--- config.mk ---
export PLATFORM = sky130hd
export DESIGN_NAME = game_tick_scheduler
export DESIGN_NICKNAME = d
export VERILOG_FILES = /design/src/rtl/game_tick_scheduler.sv
export SDC_FILE = /design/constraint.sdc
export NUM_CORES = 1
export LEC_CHECK = 0
export CORE_ASPECT_RATIO = 1.4
export CORE_MARGIN = 1
export CORE_UTILIZATION = 45
export CTS_CLUSTER_SIZE = 8
export DETAILED_ROUTE_END_ITERATION = 8
export PLACE_DENSITY = 0.66
export SLEW_MARGIN = 20
export SYNTH_ARGS = -nofsm -noshare
export SYNTH_HDL_FRONTEND = slang
export SYNTH_SLANG_ARGS = --single-unit
--- constraint.sdc ---
create_clock -name clk -period 3 [get_ports clk]
set_clock_uncertainty 0.05 [all_clocks]
set_input_delay 0.75 -clock clk [delete_from_list [all_inputs] [get_ports clk]]
set_output_delay 0.75 -clock clk [all_outputs]
set_load 0.005 [all_outputs]
--- src/rtl/game_tick_scheduler.sv ---
// Snake game flow FSM (idle/run/pause/over) with a level-scaled tick divider and step req/ack.
// Optional SCHED_FAST_SIM_EN shortens every period by 10_000x (floor, minimum 4) for simulation.
module game_tick_scheduler #(
    parameter int CLK_FREQ         = 50_000_000,
    parameter int BASE_TPS         = 4,
    parameter int TPS_STEP         = 2,
    parameter int MAX_LEVEL        = 7,
    parameter int APPLES_PER_LEVEL = 5
) (
    input  logic       clk,
    input  logic       reset,
    input  logic       start,
    input  logic       pause_btn,
    input  logic       apple_eaten,
    input  logic       collision,
    input  logic       step_ack,
    output logic       step_req,
    output logic       game_tick,
    output logic [1:0] state,
    output logic [2:0] level,
    output logic [7:0] overrun_cnt
);

    function automatic int calc_period(input int lvl);
        int p;
        p = CLK_FREQ / (BASE_TPS + lvl * TPS_STEP);
`ifdef SCHED_FAST_SIM_EN
        p = p / 10_000;
        if (p < 4) p = 4;
`endif
        if (p < 1) p = 1;
        return p;
    endfunction

    localparam int P0 = calc_period(0);
    localparam int CW = (P0 > 2) ? $clog2(P0) : 1;
    localparam int AW = $clog2(APPLES_PER_LEVEL + 1);

    typedef enum logic [1:0] {
        IDLE  = 2'd0,
        RUN   = 2'd1,
        PAUSE = 2'd2,
        OVER  = 2'd3
    } state_e;

    // Reload values are elaboration-time constants; no divider is built.
    logic [CW-1:0] reload_tbl [MAX_LEVEL+1];
    for (genvar g = 0; g <= MAX_LEVEL; g++) begin : g_tbl
        assign reload_tbl[g] = CW'(calc_period(g) - 1);
    end

    state_e        state_q, state_d;
    logic [CW-1:0] cnt_q, cnt_d;
    logic [2:0]    level_q, level_d;
    logic [AW-1:0] apples_q, apples_d;
    logic [7:0]    ovr_q, ovr_d;
    logic          req_q, req_d;
    logic          tick_q, tick_d;
    logic          pend_q, pend_d;

    always_comb begin
        state_d  = state_q;
        cnt_d    = cnt_q;
        level_d  = level_q;
        apples_d = apples_q;
        ovr_d    = ovr_q;
        req_d    = req_q;
        tick_d   = 1'b0;
        pend_d   = 1'b0;
        unique case (state_q)
            IDLE, OVER: begin
                if (start) begin
                    state_d  = RUN;
                    cnt_d    = reload_tbl[0];
                    level_d  = 3'd0;
                    apples_d = '0;
                    ovr_d    = 8'd0;
                    req_d    = 1'b0;
                end
            end
            RUN, PAUSE: begin
                if (collision) begin
                    state_d = OVER;
                    req_d   = 1'b0;
                end else begin
                    if (req_q && step_ack) req_d = 1'b0;
                    // Tick deferred by an ack that landed on the due cycle.
                    if (pend_q) begin
                        tick_d = 1'b1;
                        req_d  = 1'b1;
                    end
                    if (state_q == RUN) begin
                        if (pause_btn) begin
                            state_d = PAUSE;
                        end else if (apple_eaten) begin
                            if (apples_q == AW'(APPLES_PER_LEVEL - 1)) begin
                                apples_d = '0;
                                if (level_q != 3'(MAX_LEVEL)) level_d = level_q + 3'd1;
                            end else begin
                                apples_d = apples_q + 1'b1;
                            end
                        end
                        if (cnt_q == '0) begin
                            cnt_d = reload_tbl[level_q];
                            if (!req_q) begin
                                tick_d = 1'b1;
                                req_d  = 1'b1;
                            end else if (step_ack) begin
                                pend_d = 1'b1;
                            end else if (ovr_q != 8'hFF) begin
                                ovr_d = ovr_q + 8'd1;
                            end
                        end else begin
                            cnt_d = cnt_q - 1'b1;
                        end
                    end else if (pause_btn) begin
                        state_d = RUN;
                    end
                end
            end
        endcase
    end

    always_ff @(posedge clk or negedge reset) begin
        if (!reset) begin
            state_q  <= IDLE;
            cnt_q    <= '0;
            level_q  <= 3'd0;
            apples_q <= '0;
            ovr_q    <= 8'd0;
            req_q    <= 1'b0;
            tick_q   <= 1'b0;
            pend_q   <= 1'b0;
        end else begin
            state_q  <= state_d;
            cnt_q    <= cnt_d;
            level_q  <= level_d;
            apples_q <= apples_d;
            ovr_q    <= ovr_d;
            req_q    <= req_d;
            tick_q   <= tick_d;
            pend_q   <= pend_d;
        end
    end

    assign step_req    = req_q;
    assign game_tick   = tick_q;
    assign state       = state_q;
    assign level       = level_q;
    assign overrun_cnt = ovr_q;

endmodule
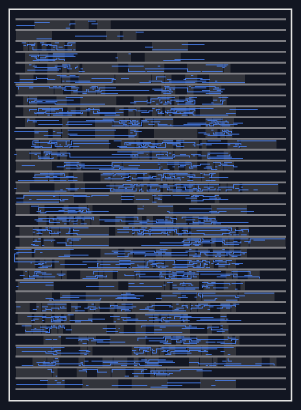
*Metal 1, run 1*
Drawn at 4 px/micron. Supply wires on this layer in gray.
wire length on this layer: 3350 microns
nets with wire on the layer: 353

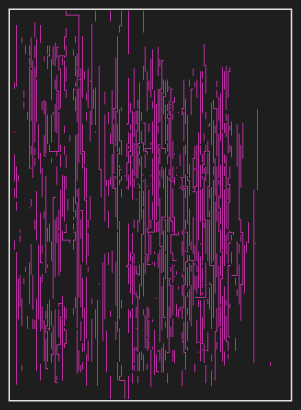
*Metal 2, run 1*
Drawn at 4 px/micron.
main direction: vertical
longest straight run: 43.2 microns
wire length on this layer: 4090 microns
share of all routed wire: 50%
nets with wire on the layer: 321

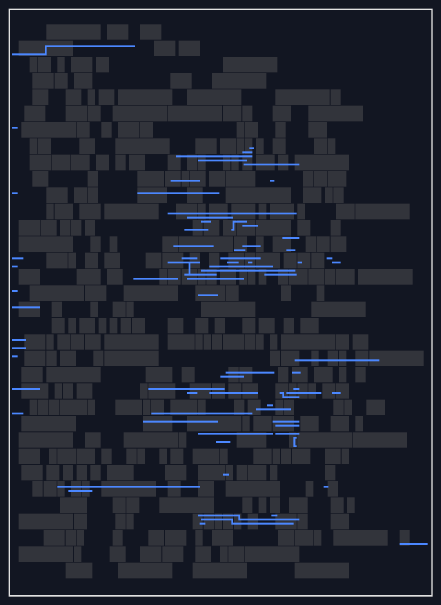
*M3 wires, run 1*
Drawn at 6 px/micron.
main direction: horizontal
wire length on this layer: 407 microns
longest straight run: 23.5 microns
share of all routed wire: 5.0%
nets with wire on the layer: 51

[run 1: metrics by stage]
step / worst slack (ns) / cells / hold WS, ns / power, uW
after global placement: 0.3892 / 431 / 0.4530 / 2125
final: 0.4166 / 438 / 0.3477 / 2617
after detailed placement: 0.3581 / 431 / 0.4608 / 2148
after floorplan: 0.6729 / 343 / 0.4044 / 1646
after global routing: 0.2264 / 438 / 0.3956 / 2775
after CTS: 0.4365 / 438 / 0.3757 / 2605
[run 1: logic make-up after synthesis]
family                     count (synthesis)
muxes                                      5
buffers and inverters                     38
AOI/OAI and AO/OA                        114
DFF                                       43
and+or+nand+nor                          129
adders and majority gates                 13
xor gates and xnor gates                   1
[run 1: registers in the layout, summed over array words and instances (netlist names)]
signal and flops:
pend_q 1, game_tick 1, state 2, overrun_cnt 8
apples_q 3, level 3, cnt_q 24, step_req 1
==> CHANGELOG.md, run 1 <==
### Physical design

- Outcome: completed
- Average wire per standard cell: 18.76 microns
- Sort of element at the end of the critical path: register
- Number of multi-input combinational cells in the layout: 262
- Measured slew at the worst slew-check pin: 0.6200 ns
- Layer with the highest usage after global routing: met2
- Routability cong.: 0.8776
- Post-synth tally of flip-flops with integrated enable: 0
- Share of the synthesized area in the top cell type: a little under two fifths
- Portion of total power attributed to the clock network: 17.4%
- Final global-route overflow total: 0
- Clock latency at the later pin of the worst-skew pair: about 0.3 ns
- Fill count: 575
- Data required time at the worst endpoint: roughly 3.1 ns
- Worst reg2reg endpoint: cnt_q[22]
- CTS resizes: 0
- Clock-net power: around 460 uW
- Most common cell after layout, fill and taps aside: sky130_fd_sc_hd__dfrtp_1
- Adder and majority gate portion of the synthesized area: 5.548%
- Clock-pin transition on the worst setup and hold timing paths: 0.09 ns
- GRT Resource Usage Total: between 20% and 30%
- Unrepaired setup endpoints after global routing: false
- Power consumed by sequential cells: approximately 760 uW
- IO Port Bufs: 21
- Global routing met2 resource utilization: 43.57%
- Cell total in the yosys stat output: 343
- Sequential cell area in the final layout: 1076 sq um
- Netlist Area Pre-Place: 2932 sq um
- Critical Path, Cell by Cell: inv_1 -> ha_1 -> nor4b_1 -> nand4_1 -> nor4b_1 -> mux2i_1 -> o21ai_0
- Share of the clock period used by the worst path after layout: 86.11%
- First-pass GRT wire length: 13.55 mm
- Post-DP Area: 3246 sq um
- Period minus WS final: 2.583 ns
- Most frequent cell after synthesis: sky130_fd_sc_hd__dfrtp_1
- Startpoint types: register
- Fraction of synthesis flops using an asynchronous set or reset pin: 100.0%
- CORE AREA: 6254 sq um
- Number of non-clock buffers in the layout: 34
- Area of the multi-input gates: 1702 sq um
- Max VDD drop: 0.6157 mV
- Max cap viols: 0
- Post-Synthesis Cells: 343
- Simple-gate share of the synthesized area: 23.43%
- Die footprint: 6846 sq um
- Sequential share of the synthesized area: between 30% and 40%
- Net count entering floorplan: 363
- Portion of total power attributed to combinational logic: 53.4%
- Number of buffers added by the clock tree synthesis step: 5
- Count of buffering cells on the critical path with inverters included: 1
- Critical Path Source: cnt_q[0]
- CTS tree: built
- Hold violation total from the final report: 0
- Largest stage delay on the critical path: 0.53 ns
- Cell Pwr Density: 781.6 nW/um^2
- Synthesized flop and latch total: 43
- Mean instance size in the synthesized netlist: 8.547 sq um
- Multiplexer share of the synthesized area: 1.750%
- Cell repeated most along the worst path: sky130_fd_sc_hd__nor4b_1
- Combinational power: 1400 uW
- Most instantiated cells after synthesis: sky130_fd_sc_hd__dfrtp_1 (43), sky130_fd_sc_hd__nand2_1 (28), sky130_fd_sc_hd__nor2_1 (26)
- Largest cells by area after synthesis: sky130_fd_sc_hd__dfrtp_1 (37%), sky130_fd_sc_hd__ha_1 (5.5%), sky130_fd_sc_hd__o21ai_0 (3.9%)
- Fraction of area in registers: between 30% and 40%
- Post-synth top flop: sky130_fd_sc_hd__dfrtp_1
- HPWL Detailed: 5.838 mm
- Clock Sinks: 43
- Clk root buf: sky130_fd_sc_hd__clkbuf_8
- Area share of xor/xnor cells in the synthesized design: 0.2988%
- Proportion of cell area occupied by multi-input gates: about half
- Prevailing logic family in the synthesized netlist: AND-OR/OR-AND gates
- Buffer levels on the longest clock path: 2
- Number of antenna violations at the first check in global routing: 0
- Number of nets in the layout: 386
- Tool Warnings: 33
- Flip-flops: 43
- Category of the most critical setup path: reg -> reg
- Total net switching power: 1160 uW
- Biggest area consumer among cell classes: combinational gates
- Synth Warn #: 0
- Uppermost signal routing layer after detailed routing: met4
- Beginning of the worst register-to-register path: cnt_q[0]
- Detailed Route WL: roughly 8.2 mm
- Cell Rows: 34
- Number of global-route vias before repair: 2733
- Path length in cells of the critical path: 7
- Horizontal extent of the die: 70.22 microns
- Aoi share: 27.02%
- Ant diodes: 0
- Yosys chip area: 2932 sq um
- Share of power burned in registers: between 20 and 30%
- Final core utilization: 53.54%
- Setup violation total in the final timing report: 0
- Number of I/O pins: 22
- Top fanout value on the critical path: 6
- Design area: about 3300 sq um
- Power group with the highest consumption: combinational logic
- GRT met3 Usage: slightly above 3%
- Vertical die dimension: 97.50 microns
- Kind of cell with the highest combined delay on the critical path: simple AND/OR/NAND/NOR gates
- Pin count of the biggest net entering global routing: 24
- First-pass iteration count of the detailed router: 5
- FMAX: between 300 and 400 MHz
- Leakage Power: 0.001399 uW
- Cell with the largest stage delay on the worst path: sky130_fd_sc_hd__nor4b_1
- Non-clock buffer area fraction after layout: 9.043%
- Most frequent cells in the layout: sky130_fd_sc_hd__dfrtp_1 (43), sky130_fd_sc_hd__nand2_1 (28), sky130_fd_sc_hd__nor2_1 (26)
- Hold Crit Class: in -> async
- Number of clock buffers in the layout: 6
- Post-synthesis to final-layout area growth: 14.21%
- M1 wire length: 3.348 mm
- TNS Setup: 0 ns
- Number of levels in the clock H-tree: 2
- Final Max Tran Viols: 0
==> run 1 -> run 2 <==
--- a/config.mk
+++ b/config.mk
@@ -10,6 +10,7 @@
 export CORE_UTILIZATION = 45
 export CTS_CLUSTER_SIZE = 8
 export DETAILED_ROUTE_END_ITERATION = 8
+export MAX_ROUTING_LAYER = met4
 export PLACE_DENSITY = 0.66
 export SLEW_MARGIN = 20
 export SYNTH_ARGS = -nofsm -noshare
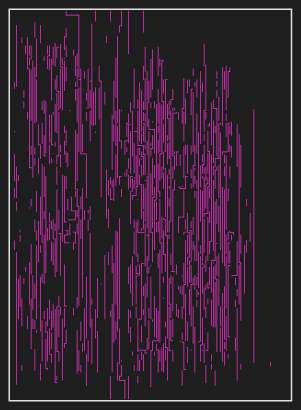
*Metal 2, run 2*
Drawn at 4 px/micron.
share of all routed wire: 50%
wire length on this layer: 4110 microns
main direction: vertical
nets with wire on the layer: 320
longest straight run: 63.2 microns
global routing met2 resource utilization: 43.64%
via count: 2855
Detailed Route WL: 8.186 mm

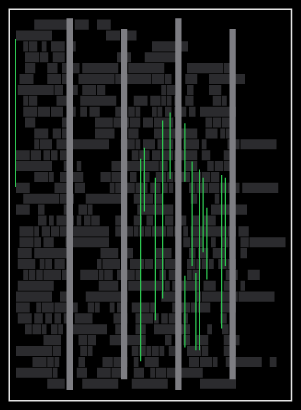
*The metal 4 layer, run 2*
Drawn at 4 px/micron. Supply wires on this layer in gray.
wire length on this layer: 416 microns
longest straight run: 50.3 microns

==> run 2 against run 1 <==
Power decreased by 0.11%. Global-route usage is 0.70 points higher. Routed wire length decreased by 0.39%. Die size unchanged. Maximum frequency up 0.19%. Critical path type unchanged. Largest cell class unchanged.
==> CHANGELOG.md, run 2 <==
### Physical design

- Area of the multi-input gates: 1702 sq um (unchanged)
- Most instantiated cells after synthesis: sky130_fd_sc_hd__dfrtp_1 (43), sky130_fd_sc_hd__nand2_1 (28), sky130_fd_sc_hd__nor2_1 (26)
- Non-clock buffer area fraction after layout: 9.043% (unchanged)
- Aoi share: 27.02% (unchanged)
- Net count entering floorplan: 363 (unchanged)
- Pin count of the biggest net entering global routing: 24 (unchanged)
- Number of instances in the placed design: 431 (unchanged)
- Cell with the largest stage delay on the worst path: sky130_fd_sc_hd__or4_4
- Post-synth top flop: sky130_fd_sc_hd__dfrtp_1
- Setup bufs post-CTS: 0
- Category of the most critical setup path: reg -> reg
- Clock latency at the later pin of the worst-skew pair: 0.31 ns (about the same)
- Cell repeated most along the worst path: sky130_fd_sc_hd__or4_4
- Fill count: 575 (unchanged)
- Setup violation total in the final timing report: 0 (unchanged)
- Number of global-route vias before repair: 2740 (+0.26%)
- Power consumed by sequential cells: 764 uW (about the same)
- Data required time at the worst endpoint: 3.20 ns (+0.09 ns)
- Drt first-iter violations: 206
- Net Sw Frac: between 40% and 50%
- Multiplexer share of the synthesized area: 1.750% (unchanged)
- GRT Resource Usage Total: 25.52% (+0.70 points)
- FMAX: 387.8 MHz (+0.19%)
- Clock-pin transition on the worst setup and hold timing paths: 0.09 ns (about the same)
- First-pass iteration count of the detailed router: 7 (+2)
- Horizontal extent of the die: 70.22 microns (unchanged)
- First-pass GRT wire length: 13.54 mm (about the same)
- Average wire per standard cell: 18.69 microns (-0.39%)
- Hold-fix buffers at CTS: 0
- Clock Sinks: 43 (unchanged)
- Startpoint types: register
- CTS resizes: 0 (unchanged)
- Count of buffering cells on the critical path with inverters included: 1 (unchanged)
- Post-synthesis to final-layout area growth: 14.21% (unchanged)
- CTS tree: built
- Most frequent cells in the layout: sky130_fd_sc_hd__dfrtp_1 (43), sky130_fd_sc_hd__nand2_1 (28), sky130_fd_sc_hd__nor2_1 (26)
- Worst-case headroom to the max-slew limit: around three fifths
- Simple-gate share of the synthesized area: 23.43% (unchanged)
- Power consumption: 2614 uW (-0.11%)
- Synthesized flop and latch total: 43 (unchanged)
- Vertical die dimension: 97.50 microns (unchanged)
- Number of non-clock buffers in the layout: 34 (unchanged)
- IO Port Bufs: 21 (unchanged)
- Synth Warn #: 0 (unchanged)
- Share of the clock period used by the worst path after layout: 85.95% (-0.17 points)
- Worst hold slack after final layout: 0.3448 ns (-0.002866 ns)
- Measured slew at the worst slew-check pin: 0.6056 ns (-0.01445 ns)
- Worst EP arrival: 2.78 ns
- Final global-route overflow total: 0 (unchanged)
- Portion of total power attributed to combinational logic: 53.2% (-0.2 points)
- Largest stage delay on the critical path: 0.60 ns (+0.07 ns)
- Netlist Area Pre-Place: 2932 sq um (unchanged)
- Share of the synthesized area in the top cell type: 36.71% (unchanged)
- Remaining antenna violation count after routing: 0
- Outcome: completed
- Worst setup timing slack at the placement stage: 0.3581 ns (unchanged)
- Hold violation total from the final report: 0 (unchanged)
- Sequential cell area in the final layout: 1076 sq um (unchanged)
- Cell Rows: 34 (unchanged)
- Routed via count divided by cell count: between 6 and 7
- Setup WS post-layout: 0.4216 ns (+0.004998 ns)
- Ant diodes: 0 (unchanged)
- Flip-flops: 43 (unchanged)
- Die footprint: 6846 sq um (unchanged)
- Post-Synthesis Cells: 343 (unchanged)
- Cell total in the yosys stat output: 343 (unchanged)
- Internal cell power: 1457 uW
- Sort of element at the end of the critical path: register
- Kind of cell with the highest combined delay on the critical path: simple AND/OR/NAND/NOR gates
- Most common cell after layout, fill and taps aside: sky130_fd_sc_hd__dfrtp_1
- Max VDD drop: 0.6200 mV (+0.71%)
- Total net switching power: 1157 uW (-0.23%)
- Post-synth tally of flip-flops with integrated enable: 0 (unchanged)
- Portion of total power attributed to the clock network: 17.5% (about the same)
- Number of antenna violations at the first check in global routing: 0 (unchanged)
- Clk root buf: sky130_fd_sc_hd__clkbuf_8
- Number of I/O pins: 22 (unchanged)
- HPWL Detailed: 5.838 mm (unchanged)
- Most frequent cell after synthesis: sky130_fd_sc_hd__dfrtp_1
- Adder and majority gate portion of the synthesized area: 5.548% (unchanged)
- Sequential share of the synthesized area: 36.71% (unchanged)
- Fraction of synthesis flops using an asynchronous set or reset pin: 100.0% (unchanged)
- Yosys chip area: 2932 sq um (unchanged)
- TNS Setup: 0 ns (unchanged)
- Hold Crit Class: in -> async
- Clock-net power: 458 uW (about the same)
- Clock-cell share: 3.064%
- Number of buffers added by the clock tree synthesis step: 5 (unchanged)
- Number of nets in the layout: 386 (unchanged)
- Biggest area consumer among cell classes: combinational gates
- Mean instance size in the synthesized netlist: 8.547 sq um (unchanged)
- Routability cong.: 0.8921 (+1.7%)
- Biggest area consumer among synthesized cells: sky130_fd_sc_hd__dfrtp_1
- Final Max Tran Viols: 0 (unchanged)
- Post-route DRC: 0
- Buffer levels on the longest clock path: 2 (unchanged)
- Period minus WS final: 2.578 ns (-0.004998 ns)
- Fraction of area in registers: 32.14% (unchanged)
- Total number of tap cells: 72
- Power group with the highest consumption: combinational logic
- Cell Pwr Density: 780.8 nW/um^2 (-0.11%)
- Finished Layout Cells: 438 (unchanged)
- Proportion of cell area occupied by multi-input gates: 50.82% (unchanged)
- Register with the most flip-flops: cnt_q
- Area share of xor/xnor cells in the synthesized design: 0.2988% (unchanged)
- Share of power burned in registers: 29.2% (about the same)
- Leakage Power: 0.001399 uW (unchanged)
- Tool Warnings: 33 (unchanged)
- Largest cells by area after synthesis: sky130_fd_sc_hd__dfrtp_1 (37%), sky130_fd_sc_hd__ha_1 (5.5%), sky130_fd_sc_hd__o21ai_0 (3.9%)
- Number of clock buffers in the layout: 6 (unchanged)
- Combinational power: 1390 uW (about the same)
- Design area: 3348 sq um (unchanged)
- Share of cells above drive strength 1: 7.377%
- Starting density of the core: 46.88%
- Max reg flops: 24 (unchanged)
- Final core utilization: 53.54% (unchanged)
- Number of distinct standard cells referenced by the synthesized netlist: 51
- Prevailing logic family in the synthesized netlist: AND-OR/OR-AND gates
- Number of multi-input combinational cells in the layout: 262 (unchanged)
- Non-clock inverter count in the final layout: 20
- Number of levels in the clock H-tree: 2 (unchanged)
- Top fanout value on the critical path: 10 (+4)
- Unrepaired setup endpoints after global routing: false
- Critical Path, Cell by Cell: or4_4 -> or4_4 -> nor3_4 -> buf_4 -> and4_1 -> a221o_1
- Post-DP Area: 3246 sq um (unchanged)
- CORE AREA: 6254 sq um (unchanged)
- Max cap viols: 0 (unchanged)
run 2: cell counts after synthesis:
Identical to the previous run, type by type.
run 2: worst paths after layout:
path | start | to | slack [ns] | cells past startpoint
max | cnt_q[15] | overrun_cnt[5] | 0.42 | 6
min | reset | cnt_q[12] | 0.34 | 1
max reg2reg | cnt_q[15] | overrun_cnt[5] | 0.42 | 6
min reg2reg | apples_q[1] | apples_q[1] | 0.48 | 1
max in group asynchronous | reset | apples_q[1] | 1.85 | 2
min in group clk | apples_q[1] | apples_q[1] | 0.48 | 1
run 2: metal layers:
metal  up-vias  share of wire, %  routed length [microns]  global-route usage, %
li1       1333                 -                        -                      -
met1      1381                40                     3306                  29.30
met2       107                50                     4104                  43.64
met3        34               4.4                      358                  3.112
met4         0               5.1                      416                  12.31
met5         -                 0                        0                      -
Power and IR drop assume default switching activity.
